`src/rtl/sha1_seq.sv`:
```
// -----------------------------------------------------------------------------
// sha1_seq: SHA-1 message sequencer.
//
// Accepts a message as a stream of 64-bit big-endian words, writes each word
// into an external 8-word hash register bank, appends SHA-1 padding (0x80
// marker, zero fill and 64-bit big-endian bit count), kicks the hash core once
// per completed 512-bit block and hands the final digest out on a
// valid/ready port.
//
// Ports:
//   clk_i, rst_ni                      clock, asynchronous active-low reset
//   msg_valid_i/msg_ready_o            message word handshake
//   msg_data_i                         message word, byte 0 in bits 63:56
//   msg_last_i/msg_nbytes_i            final word flag / valid bytes (1..8)
//   bus_req*_o, bus_reqready_i         register bank write request
//   bus_rsperror_i                     register bank error (aborts message)
//   process_o                          one-cycle start pulse to the core
//   digest_i/digestvalid_i/digestack_o core digest and acknowledge
//   hash_o/hash_valid_o/hash_ready_i   final hash handshake
//   busy_o/error_o                     message in progress / sticky error
//
// Optional feature: define SHA1_SEQ_TIMEOUT_EN to abort with error_o when the
// core does not return a digest within 1024 cycles.
// DataWidth only supports 64.
// -----------------------------------------------------------------------------
module sha1_seq #(
   parameter int unsigned DataWidth = 64,
   parameter int unsigned AddrWidth = 32
) (
   input  logic                 clk_i,
   input  logic                 rst_ni,
   input  logic                 msg_valid_i,
   output logic                 msg_ready_o,
   input  logic [DataWidth-1:0] msg_data_i,
   input  logic                 msg_last_i,
   input  logic [3:0]           msg_nbytes_i,
   output logic                 bus_reqvalid_o,
   output logic                 bus_reqwrite_o,
   output logic [AddrWidth-1:0] bus_reqaddr_o,
   output logic [DataWidth-1:0] bus_reqdata_o,
   output logic [7:0]           bus_reqstrobe_o,
   input  logic                 bus_reqready_i,
   input  logic                 bus_rsperror_i,
   output logic                 process_o,
   input  logic [159:0]         digest_i,
   input  logic                 digestvalid_i,
   output logic                 digestack_o,
   output logic [159:0]         hash_o,
   output logic                 hash_valid_o,
   input  logic                 hash_ready_i,
   output logic                 busy_o,
   output logic                 error_o
);

   typedef enum logic [2:0] {
      StIdle, StFill, StPad, StLen, StProc, StWait, StAck, StDone
   } state_e;

   state_e               state_q, state_d;
   logic [2:0]           widx_q, widx_d;
   logic [63:0]          bitcnt_q, bitcnt_d;
   logic                 req_valid_q, req_valid_d;
   logic [DataWidth-1:0] req_data_q, req_data_d;
   logic                 pad80_q, pad80_d;       // 0x80 still owed as its own word
   logic                 padding_q, padding_d;   // whole message accepted
   logic                 len_done_q, len_done_d; // length word is in this block
   logic [159:0]         digest_q, digest_d;
   logic                 error_q, error_d;
   logic                 ready_en_q;             // keeps msg_ready_o low in reset

   logic        msg_ready, accept, wr_done, wr_err, abort, tmo_hit, last_full;
   logic [6:0]  shamt;
   logic [63:0] last_word;

   // Final word: keep nbytes bytes, place 0x80 right after them, zero the rest.
   assign shamt     = {1'b0, msg_nbytes_i[2:0], 3'b000};
   assign last_full = (msg_nbytes_i >= 4'd8);
   assign last_word = last_full ? msg_data_i :
                      ((msg_data_i & ~({64{1'b1}} >> shamt)) | (64'h80 << (7'd56 - shamt)));

   assign msg_ready = ready_en_q && ((state_q == StIdle) || (state_q == StFill)) && !req_valid_q;
   assign accept    = msg_valid_i && msg_ready;
   assign wr_err    = req_valid_q && bus_rsperror_i;
   assign wr_done   = req_valid_q && bus_reqready_i && !bus_rsperror_i;
   assign abort     = wr_err || tmo_hit;

`ifdef SHA1_SEQ_TIMEOUT_EN
   logic [9:0] tmo_q, tmo_d;

   assign tmo_d   = (state_q == StWait) ? tmo_q + 10'd1 : 10'd0;
   assign tmo_hit = (state_q == StWait) && !digestvalid_i && (tmo_q == 10'h3FF);

   always_ff @(posedge clk_i or negedge rst_ni) begin
      if (!rst_ni) tmo_q <= '0;
      else         tmo_q <= tmo_d;
   end
`else
   assign tmo_hit = 1'b0;
`endif

   always_comb begin
      state_d     = state_q;
      widx_d      = widx_q;
      bitcnt_d    = bitcnt_q;
      req_valid_d = req_valid_q;
      req_data_d  = req_data_q;
      pad80_d     = pad80_q;
      padding_d   = padding_q;
      len_done_d  = len_done_q;
      digest_d    = digest_q;
      error_d     = error_q;

      unique case (state_q)
         StIdle, StFill: begin
            if (accept) begin
               req_valid_d = 1'b1;
               req_data_d  = msg_last_i ? last_word : msg_data_i;
               error_d     = 1'b0;
               bitcnt_d    = bitcnt_q + (msg_last_i ? {57'd0, msg_nbytes_i, 3'd0} : 64'd64);
               if (msg_last_i) begin
                  padding_d = 1'b1;
                  pad80_d   = last_full;
                  state_d   = StPad;
               end else begin
                  state_d = StFill;
               end
            end else if (wr_done) begin
               req_valid_d = 1'b0;
               widx_d      = widx_q + 3'd1;
               if (widx_q == 3'd7) state_d = StProc;
            end
         end
         StPad: begin
            if (req_valid_q) begin
               if (wr_done) begin
                  req_valid_d = 1'b0;
                  widx_d      = widx_q + 3'd1;
                  if (widx_q == 3'd7) state_d = StProc;
               end
            end else begin
               req_valid_d = 1'b1;
               if (pad80_q) begin
                  req_data_d = 64'h8000_0000_0000_0000;
                  pad80_d    = 1'b0;
               end else if (widx_q == 3'd7) begin
                  req_data_d = bitcnt_q;
                  state_d    = StLen;
               end else begin
                  req_data_d = '0;
               end
            end
         end
         StLen: begin
            if (wr_done) begin
               req_valid_d = 1'b0;
               widx_d      = widx_q + 3'd1;
               len_done_d  = 1'b1;
               state_d     = StProc;
            end
         end
         StProc: state_d = StWait;
         StWait: begin
            if (digestvalid_i) begin
               digest_d = digest_i;
               state_d  = StAck;
            end
         end
         StAck: begin
            if (len_done_q)     state_d = StDone;
            else if (padding_q) state_d = StPad;
            else                state_d = StFill;
         end
         StDone: begin
            if (hash_ready_i) begin
               state_d    = StIdle;
               bitcnt_d   = '0;
               padding_d  = 1'b0;
               len_done_d = 1'b0;
            end
         end
         default: state_d = StIdle;
      endcase

      // Bank error or core timeout drops the message entirely.
      if (abort) begin
         state_d     = StIdle;
         req_valid_d = 1'b0;
         widx_d      = '0;
         bitcnt_d    = '0;
         pad80_d     = 1'b0;
         padding_d   = 1'b0;
         len_done_d  = 1'b0;
         error_d     = 1'b1;
      end
   end

   always_ff @(posedge clk_i or negedge rst_ni) begin
      if (!rst_ni) begin
         state_q     <= StIdle;
         widx_q      <= '0;
         bitcnt_q    <= '0;
         req_valid_q <= 1'b0;
         req_data_q  <= '0;
         pad80_q     <= 1'b0;
         padding_q   <= 1'b0;
         len_done_q  <= 1'b0;
         digest_q    <= '0;
         error_q     <= 1'b0;
         ready_en_q  <= 1'b0;
      end else begin
         state_q     <= state_d;
         widx_q      <= widx_d;
         bitcnt_q    <= bitcnt_d;
         req_valid_q <= req_valid_d;
         req_data_q  <= req_data_d;
         pad80_q     <= pad80_d;
         padding_q   <= padding_d;
         len_done_q  <= len_done_d;
         digest_q    <= digest_d;
         error_q     <= error_d;
         ready_en_q  <= 1'b1;
      end
   end

   assign msg_ready_o     = msg_ready;
   assign bus_reqvalid_o  = req_valid_q;
   assign bus_reqwrite_o  = req_valid_q;
   assign bus_reqaddr_o   = AddrWidth'({widx_q, 3'b000});
   assign bus_reqdata_o   = req_data_q;
   assign bus_reqstrobe_o = {8{req_valid_q}};
   assign process_o       = (state_q == StProc);
   assign digestack_o     = (state_q == StAck);
   assign hash_valid_o    = (state_q == StDone);
   assign hash_o          = hash_valid_o ? digest_q : '0;
   assign busy_o          = (state_q != StIdle);
   assign error_o         = error_q;

endmodule

```
`config.mk`:
```
export PLATFORM = sky130hd
export DESIGN_NAME = sha1_seq
export DESIGN_NICKNAME = d
export VERILOG_FILES = /design/src/rtl/sha1_seq.sv
export SDC_FILE = /design/constraint.sdc
export NUM_CORES = 1
export LEC_CHECK = 0
export CAP_MARGIN = 30
export CORE_AREA = 2 2 197 199
export CTS_CLUSTER_DIAMETER = 100
export DETAILED_ROUTE_END_ITERATION = 8
export DIE_AREA = 0 0 199 201
export HOLD_SLACK_MARGIN = 0.15
export PLACE_DENSITY_LB_ADDON = 0.1
export SLEW_MARGIN = 20
export SYNTH_ARGS = -nofsm -noshare
export SYNTH_HDL_FRONTEND = slang
export SYNTH_SLANG_ARGS = --single-unit
```
`constraint.sdc`:
```
create_clock -name clk_i -period 2.4 [get_ports clk_i]
set_input_delay 0.24 -clock clk_i [delete_from_list [all_inputs] [get_ports clk_i]]
set_output_delay 0.24 -clock clk_i [all_outputs]
set_load 0.005 [all_outputs]
```
Figure 1. Congestion heat map (run 1).
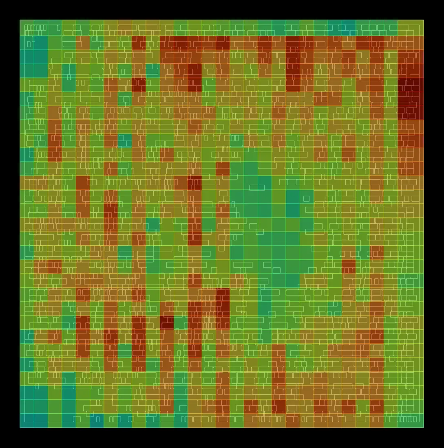
met1 Resource Use GR: 29.5%
total track usage: 24.3%
final core utilization: 56.3%
WL/cell: 20.4 um
GRT met3 Usage: 6.59%

Figure 2. Routed clock nets over the placement (run 1).
The bar under the picture is 50 um long.
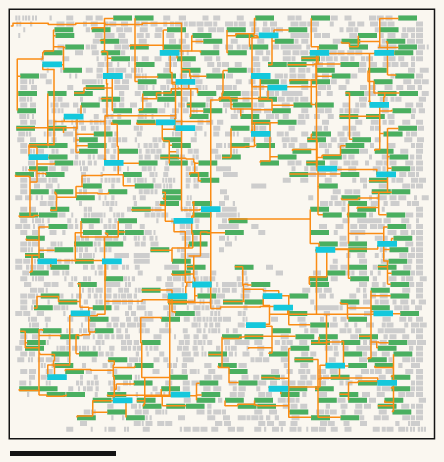
[cyan] cells driving clock nets | count: 37
[green] flip-flops | count: 297
[orange] clock wires | length: 4,360 um
routed clock nets: 38
flops lie: spread over the die
clk ins delay skew pair: 0.52 ns
clk_skew: 0.0226 ns
Clock net power: 5.23 mW
Clock power frac: 24.4%

Figure 3. Cell classes on the final placement (run 1).
The bar under the picture is 50 um long.
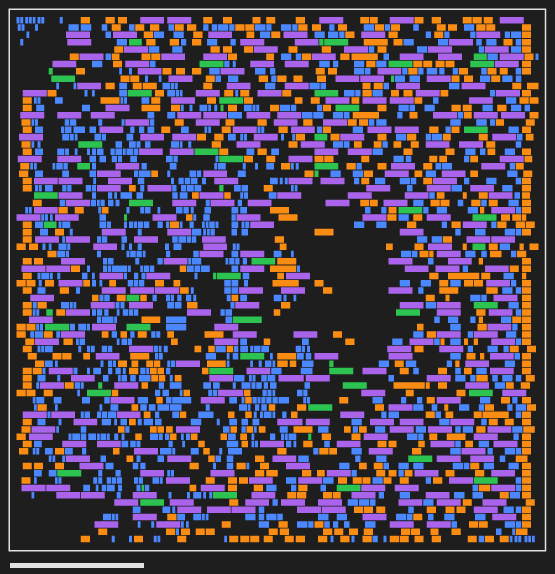
| colour | class | cells | share of their area |
|---|---|---|---|
| orange | other buffers and delay cells | 575 | 28% |
| green | clock drivers and dummy loads | 58 | 5.3% |
| purple | flip-flops | 297 | 36% |
| blue | all other logic | 961 | 31% |
flop share of the area: 34.6%
final instance area: 0.0215 mm2
core area: 0.0381 mm2
row cnt: 72

Figure 4. Signal wires by layer (run 1).
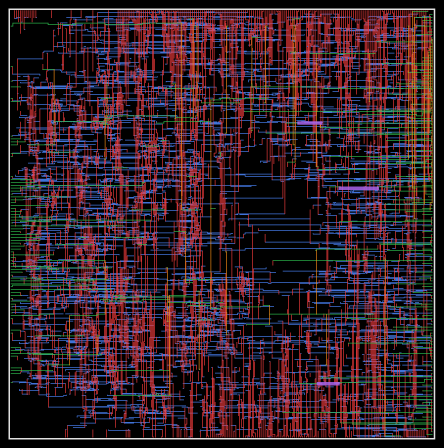
| colour | layer | wire length |
|---|---|---|
| orange | met4 | 1,550 um |
| blue | met1 | 19,900 um |
| red | met2 | 24.1 mm |
| green | met3 | 3,600 um |
| purple | met5 | 36.8 um |
final WL: 49,200 um
vias: 12,200

==> results_slide.txt, run 1 <==
Flow Results at a Glance

Flow run
  • MaxCap Viol Count: 0
  • Log Warnings: 28

Logic synthesis
  • Biggest area consumer among synthesized cells: dfrtp_1
  • Mapped Cells: 1,352
  • Flip-flops with a built-in enable: 0
  • Yosys xor share: 0.486%
  • Yosys warns: 0
  • Most common cell in the netlist: dfrtp_1
  • Area reported by Yosys stat: 0.0144 mm2
  • Simple share: 19.3%
  • Mean Syn Cell Area: 10.7 um2
  • Post-Syn Area: 0.0144 mm2
  • AND-OR/OR-AND share of the synthesized area: between 10 and 15%
  • Fa+ha+maj area frac: 0.660%
  • Sequential share of the synthesized area: 51.6%
  • Async set or reset register ratio after synthesis: 100%
  • # Cells Yosys: about 1,400
  • Most used flip-flop cell: dfrtp_1
  • Mux share: 12.9%

Timing
  • RSZ-0062 raised after global routing: true
  • Worst Tran Pin Value: 0.532 ns
  • Crit share post-route: 97.0%
  • Min Tclk post-route: between 2 and 2.5 ns
  • Sum Neg Setup Slack: 0 ns
  • Relative slew margins: roughly 64%
  • Slew Limit Fails: 0

Drt
  • First-pass iteration count of the detailed router: 5
  • Detailed-route DRC error count: 0

Placement
  • PortBufs: 478
  • Pre-CTS setup slack: -0.373 ns
  • Placed insts: 2,332
  • Placement Cell Area: 0.0201 mm2

Clocking
  • Post-CTS Hold Fix Bufs: 1
  • Post CTS Setup Buffer Count: 9
  • Clk Tree Root Cell: clkbuf_16
  • CTS tree: yes
  • Cts bufs inserted: 37
  • Maximum root-to-sink buffer count: 3
  • Clock transition at the registers of the reported paths: ~0.06 ns

Worst setup path
  • Crit path arrival time: 2.09 ns
  • Critical Path Max Stage Delay: between 0.5 and 0.6 ns
  • CP max FO: 18
  • Buf+Inv Stages, Crit Path: 3
  • Crit path launch type: flop
  • Setup CP Type: flop to primary output
  • Worst R2R Path Depth: 7
  • CP Capture Type: primary output

Layout
  • Antenna diode count: 6
  • Clkbuf count: around 50
  • Non-CTS buffers: 575
  • Fillers: 3,427
  • Largest Register: digest_q
  • Seq. cell area: roughly 0.0074 mm2
  • Combinational share of cell area: 30.1%
  • Fin nets: 2,115
  • Area Overhead vs Synth: 49.0%
  • Clock network area share: 5.18%

Floorplanning
  • Num ports: a little over 500
  • DIE AREA: 0.0400 mm2

Power and ir drop
  • Final Power: 21.5 mW
  • Pleak: 9.41 nW

GRT
  • Remaining global-route overflow: 0
  • Initial antenna violation count: 9
  • First-pass GRT wire length: approximately 74,000 um
  • Largest net degree at the start of global routing: 78
  • Via count of the first global-routing pass: 12,200

Status
  • Status: finished clean
-- run 1: placed cells by master (no fill, tap or decap), drive strengths merged, types with 43 or more instances in the layout --
| cell type | n |
|---|---|
| buf | 94 |
| mux2 | 161 |
| clkdlybuf4s50 | 388 |
| a21oi | 50 |
| a221oi | 54 |
| nor2 | 151 |
| dfrtp | 297 |
| nand2 | 67 |
| dlygate4sd2 | 58 |
| and2 | 166 |
| clkbuf | 68 |
| o21ai | 43 |
-- run 1: power breakdown --
group          total (mW)  leakage (nW)  internal [mW]  switching (mW)
combinational        8.22          5.26           4.68            3.54
clock                5.23         0.551           3.12            2.11
sequential           8.00          3.61           7.07           0.935
-- run 1: routing by layer --
layer	global-route usage (%)	wire, um
met5	0	36
met4	8.61	1550
met3	6.59	3600
met2	41.2	24100
met1	29.5	19900
Figure 5. PDN straps and rails (run 1).
The bar under the picture is 50 um long. Pins as bars on the die edge.
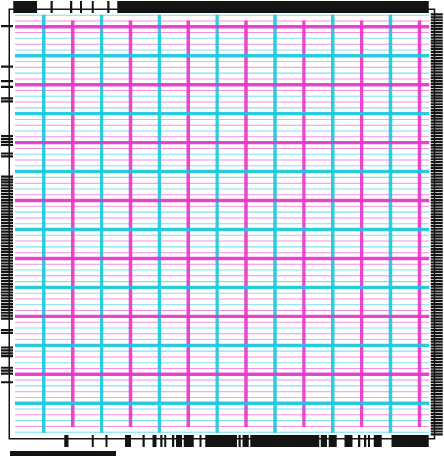

--- run 2 (diff from run 1) ---
CELL_PAD_IN_SITES_DETAIL_PLACEMENT = 0   (was default)
CELL_PAD_IN_SITES_GLOBAL_PLACEMENT = 1   (was default)
CORE_AREA = default   (was 2 2 197 199)
CORE_ASPECT_RATIO = 1.1   (was default)
CORE_UTILIZATION = 31   (was default)
DIE_AREA = default   (was 0 0 199 201)
Figure 6. PDN straps and rails (run 2).
The bar under the picture is 50 um long. Pins as bars on the die edge.
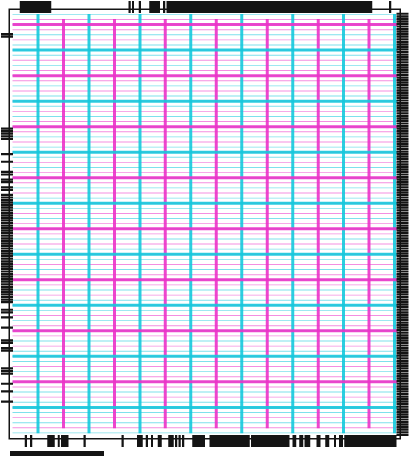
| colour | net |
|---|---|
| cyan | VSS |
| magenta | VDD |
met5 straps: 16
signal pins: 508
die span in y: 228 um
core area: 0.0458 mm2
Worst VDD drop: 0.504 mV

==> run 2 against run 1 <==
Global-route usage fell by 2.7 points. Power rose by 0.94%. Wire length rose by 4.7%. Flip-flop count did not move. Combinational power fell by 0.9%. Critical path type unchanged. Highest routed layer unchanged.
==> results_slide.txt, run 2 <==
Flow Results at a Glance

Status
  • Status: finished clean

Worst setup path
  • Crit path arrival time: 2.11 ns
  • Crit path launch type: flop
  • CP Capture Type: primary output
  • Worst R2R Path Depth: 7
  • CP max FO: 11
  • Setup CP Type: flop to primary output
  • Critical Path Max Stage Delay: 0.51 ns

Power and ir drop
  • Int Power: 14.9 mW
  • Pleak: between 9 and 10 nW
  • Sw frac: 31.1%
  • Combinational power share: 37.6%
  • Clock power frac: 25.4%

Placement
  • Placed insts: approximately 2,400

Timing
  • Clk_skew: 0.0115 ns
  • Worst Tran Pin Value: 0.848 ns
  • Slew Limit Fails: 0
  • Sum Neg Setup Slack: 0 ns
  • Crit share post-route: 98.0%
  • RSZ-0062 raised after global routing: true
  • Min Tclk post-route: roughly 2.4 ns

Layout
  • Fin nets: about 2,100
  • Combinational share of cell area: 29.8%
  • Antenna diode count: 4
  • Seq. cell area: 0.00744 mm2
  • Largest Register: digest_q
  • Non-CTS buffers: 584
  • Commonest non-fill, non-tap cells in the layout: clkdlybuf4s50_1 (346), dfrtp_1 (294), and2_1 (166)
  • Clock network area share: 5.48%
  • Clkbuf count: 56
  • Flop share of the area: between 30% and 40%
  • Dominant logic cell type in the layout: clkdlybuf4s50_1
  • Area Overhead vs Synth: 50.5%

Logic synthesis
  • Mapped Cells: 1,352
  • Async set or reset register ratio after synthesis: 100%
  • Area reported by Yosys stat: 0.0144 mm2
  • AND-OR/OR-AND share of the synthesized area: 10.3%
  • Post-Syn Area: around 0.014 mm2
  • Mux share: 12.9%
  • Most used flip-flop cell: dfrtp_1
  • Biggest area consumer among synthesized cells: dfrtp_1
  • Yosys xor share: less than 1%
  • Yosys warns: 0
  • Flip-flops with a built-in enable: 0
  • Simple share: 19.3%

GRT
  • Met1 Resource Use GR: 26.4%
  • First-pass GRT wire length: 78,400 um
  • Met2 GRT Util: a little over a third
  • Largest net degree at the start of global routing: between 70 and 80
  • GRT met3 Usage: 5.40%
  • Total track usage: 21.6%
  • Remaining global-route overflow: 0

Drt
  • Detailed-route DRC error count: 0
  • Top sig layer: met5
  • First-pass iteration count of the detailed router: 5
  • Post-Route M1 WL: 21,500 um
  • WL/cell: 20.6 um
  • Vias: 12,200
  • Met2 WL: ~25,000 um
  • Routed wl met3: 3040 um

Flow run
  • MaxCap Viol Count: 0

Floorplanning
  • Row cnt: approximately 80

Clocking
  • Post CTS Setup Buffer Count: 4
  • Maximum root-to-sink buffer count: 3
  • Clk ins delay skew pair: 0.55 ns
  • Cts bufs inserted: 37
  • Clk Tree Root Cell: clkbuf_16
  • Post-CTS Hold Fix Bufs: 1
Figure 7. Routed clock nets over the placement (run 2).
The bar under the picture is 50 um long.
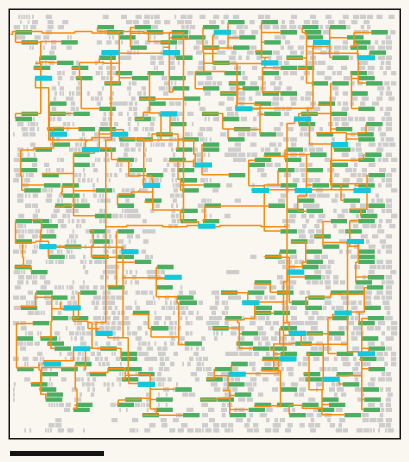
[green] flip-flops | count: 297
[orange] clock wires | length: 4,810 um
[cyan] cells driving clock nets | count: 37
routed clock nets: 38
flops lie: spread over the die

[run 2: power groups by stage]
stage	registers (mW)	clock network, mW	logic (mW)
after detailed placement	8.15	0	8.23
after global routing	8.29	5.84	8.93
after global placement	8.05	0	8.14
after floorplan	7.89	0	4.18
after CTS	8.03	5.67	8.26
final	8.02	5.49	8.15
[run 2: per-stage QoR]
step / instance area (um2) / setup WS [ns] / util [%]
after floorplan: 14500 / 0.00255 / -
after global placement: 20400 / -0.283 / 44.6
after detailed placement: 20400 / -0.345 / 44.6
after CTS: 21600 / -0.0932 / 47.1
after global routing: 21700 / -0.0374 / 47.4
final: 21700 / 0.0472 / 47.4
[run 2: critical path, delay by kind of cell (launching register included)]
family / cells / cell delay, ns
buf+inv: 3 / 0.82
flops: 1 / 0.40
simple gates: 3 / 0.34
Figure 8. Signal wires by layer (run 2).
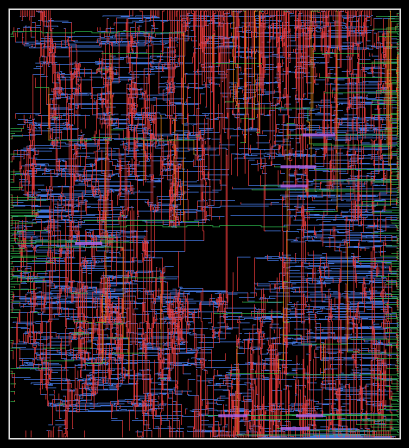

--- run 3 (diff from run 2) ---
CORE_UTILIZATION = 37   (was 31)
clock period = 2.9 ns   (was 2.4 ns; I/O delays follow)
Figure 9. Signal wires by layer (run 3).
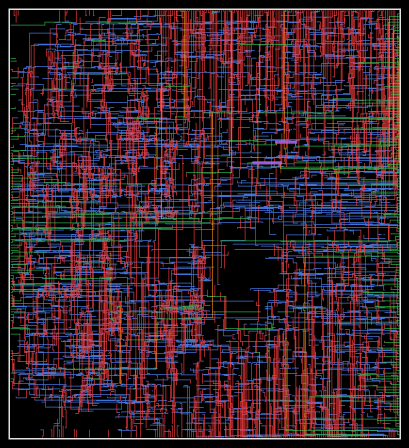
| colour | layer | wire length |
|---|---|---|
| red | met2 | 24.1 mm |
| green | met3 | 3,650 um |
| blue | met1 | 19,700 um |
| purple | met5 | 22.1 um |
| orange | met4 | 1,170 um |

Figure 10. PDN straps and rails (run 3).
The bar under the picture is 50 um long. Pins as bars on the die edge.
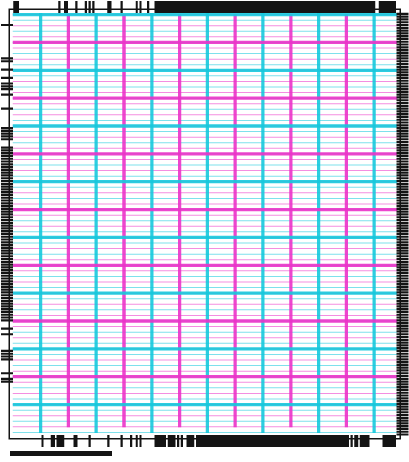
| colour | net |
|---|---|
| magenta | VDD |
| cyan | VSS |
signal pins: 508
met5 straps: 15
met1 rails: 76
rows: 75
Worst VDD drop: 0.504 mV
core area: 0.0383 mm2

==> run 3 against run 2 <==
Synthesized area unchanged. Combinational power down about 20%. Sequential power down 16%. Worst setup slack better by 0.12 ns. Critical path type unchanged. Count of clock-buffer cells in the layout down 1.
==> results_slide.txt, run 3 <==
Flow Results at a Glance

Timing
  • Crit share post-route: 94.4%
  • Hold Fails Final Rpt: 0
  • RSZ-0062 raised after global routing: false
  • Min Tclk post-route: 2.74 ns
  • Clk_skew: 0.0128 ns
  • Sum Neg Setup Slack: 0 ns
  • Relative slew margins: 43.6%
  • Slew Limit Fails: 0
  • Worst Tran Pin Value: 0.846 ns
  • Final Setup Violations: 0

GRT
  • Met2 GRT Util: between 40% and 50%
  • Initial antenna violation count: 5
  • GR peak layer: met2
  • Total track usage: 24.3%
  • GRT met3 Usage: 6.60%
  • Met1 Resource Use GR: 30.1%
  • Via count of the first global-routing pass: 11,900
  • Remaining global-route overflow: 0
  • Largest net degree at the start of global routing: 85
  • First-pass GRT wire length: roughly 74,000 um

Floorplanning
  • DIE AREA: 0.0397 mm2
  • Die span in y: 209 um
  • Row cnt: 75
  • Tap Count: 500
  • Num ports: 508
  • Fp_density: 37.6%

Drt
  • WL/cell: 20.6 um
  • Met2 WL: 24,100 um
  • Final ANT Viol Nets: 0
  • Top sig layer: met5
  • Routed wl met3: 3650 um
  • First-pass iteration count of the detailed router: 4
  • Vias: 12,000
  • Post-Route M1 WL: a little under 20,000 um
  • Routed vias/inst: 5.07
  • Detailed-route DRC error count: 0
  • Final WL: 48,600 um
  • Drt initial violations: a little under 600

Layout
  • Top cell category: flip-flops and latches
  • Layout cells sized above 1: 16.5%
  • Inverters: 15
  • Largest Register: digest_q
  • Multi-input gates: 946
  • Max FFs per register: between 150 and 200
  • Dominant logic cell type in the layout: clkdlybuf4s50_1
  • Combinational gate area: 0.00644 mm2
  • Clock network area share: 5.74%
  • Signal buf overhead: 25.7%
  • Fin nets: 2,080
  • Final instance area: 0.0212 mm2
  • Fillers: 3,482
  • Clkbuf count: 55
  • Flop share of the area: a little over a third
  • Antenna diode count: 3
  • Combinational share of cell area: 30.3%
  • Commonest non-fill, non-tap cells in the layout: clkdlybuf4s50_1 (477), dfrtp_1 (295), and2_1 (166)
  • Num sequential: 297
  • Area Overhead vs Synth: 47.5%
  • Non-CTS buffers: 541
  • Seq. cell area: 0.00743 mm2

Power and ir drop
  • Sequential logic power: 6.70 mW
  • Combinational power share: a little over a third
  • P_comb: between 6 and 7 mW
  • Int Power: 12.4 mW
  • Final Power: about 18 mW
  • Dominant power group: sequential cells
  • Sw frac: 30.3%
  • Psw: 5.40 mW
  • Clock net power: 4.60 mW
  • Pleak: ~8.8 nW
  • Power Density: between 800 and 900 mW/mm2
  • Seq pwr share: 37.6%
  • Clock power frac: 25.8%

Logic synthesis
  • Dominant cell area share: 51.6%
  • Registers, synthesis: 297
  • Simple share: 19.3%
  • Post-Syn Area: roughly 0.014 mm2
  • Sequential share of the synthesized area: 51.6%
  • Most used flip-flop cell: dfrtp_1
  • Mux share: between 10% and 20%
  • # Cells Yosys: ~1,400
  • Area reported by Yosys stat: 0.0144 mm2
  • Flip-flops with a built-in enable: 0
  • Async set or reset register ratio after synthesis: 100%
  • Mapped Cells: 1,352
  • AND-OR/OR-AND share of the synthesized area: about a tenth
  • Yosys xor share: 0.486%
  • Fa+ha+maj area frac: 0.660%
  • Biggest area consumer among synthesized cells: dfrtp_1
  • Main kind of combinational logic by area: simple AND/OR/NAND/NOR gates
  • Mean Syn Cell Area: around 11 um2
  • Yosys warns: 0
  • Biggest area cells: dfrtp_1 (52%), mux2_2 (13%), and2_1 (7.2%), nor2_1 (3.9%), a221oi_1 (3.3%)
  • Most common cell in the netlist: dfrtp_1

Clocking
  • Clock sink total: ~300
  • Clock transition at the registers of the reported paths: 0.06 ns
  • Cts bufs inserted: 36
  • Maximum root-to-sink buffer count: 3
  • Clk ins delay skew pair: between 0.5 and 0.6 ns
  • H-tree levels: 2
  • Clk Tree Root Cell: clkbuf_16
  • CTS tree: yes

Min path
  • HP Class: input port to flop
  • Hold_sp: msg_data_i[1]
  • Hold endpoint: bus_reqdata_o[1]
  • Worst hold path cell count: 3

Placement
  • Detail Placement HPWL: 36,800 um
  • Placement Cell Area: 0.0200 mm2
  • PortBufs: 478
  • RePlAce Congestion: about 0.85

Worst setup path
  • Crit-path cells: inv_2, nor2_4, buf_12, buf_12, and2_1, clkdlybuf4s50_1
  • Buf+Inv Stages, Crit Path: 4
  • Setup CP Type: flop to primary output
  • Worst path slowest cell: clkdlybuf4s50_1
  • R2r startpoint: state_q[2]
  • WP depth: 6
  • Reg2Reg Setup Slack: 0.45 ns
  • Worst setup path end: hash_o[77]
  • Delay-heaviest family, CP: buffers and inverters
  • Crit path arrival time: 2.45 ns
  • FF-to-FF End: state_q[1]
  • Crit path launch: state_q[2]
  • CP Capture Type: primary output
  • CP max FO: 24
  • Critical Path Max Stage Delay: 0.62 ns
  • Worst R2R Path Depth: 6
  • Worst EP required: roughly 2.6 ns
  • Crit path launch type: flop

Flow run
  • MaxCap Viol Count: 0
  • Log Warnings: 27

Status
  • Status: finished clean
run 3: cell families after synthesis:
group	Yosys count
compound gates	218
xor+xnor	8
fa+ha+maj	7
buf+inv	137
flops	297
mux	165
other cells	2
simple gates	518
run 3: through the flow:
step / std cells / util (%) / hold WS, ns / worst slack [ns]
after floorplan: 1380 / - / -0.00559 / 0.327
after global placement: 2296 / 52.2 / 0.368 / 0.0827
after detailed placement: 2296 / 52.2 / 0.362 / 0.00778
after CTS: 2362 / 55.5 / 0.295 / 0.0618
after global routing: 2363 / 55.5 / 0.335 / 0.0213
final: 2365 / 55.5 / 0.323 / 0.163
run 3: what timing repair did:
item	4_1_cts	5_1_grt
setup endpoints to repair	150	22
resized	0	2
hold buffers	1	0
buffers inserted	2	0
hold endpoints to repair	75	0
pin swaps	1	0
Power and IR drop assume default switching activity.
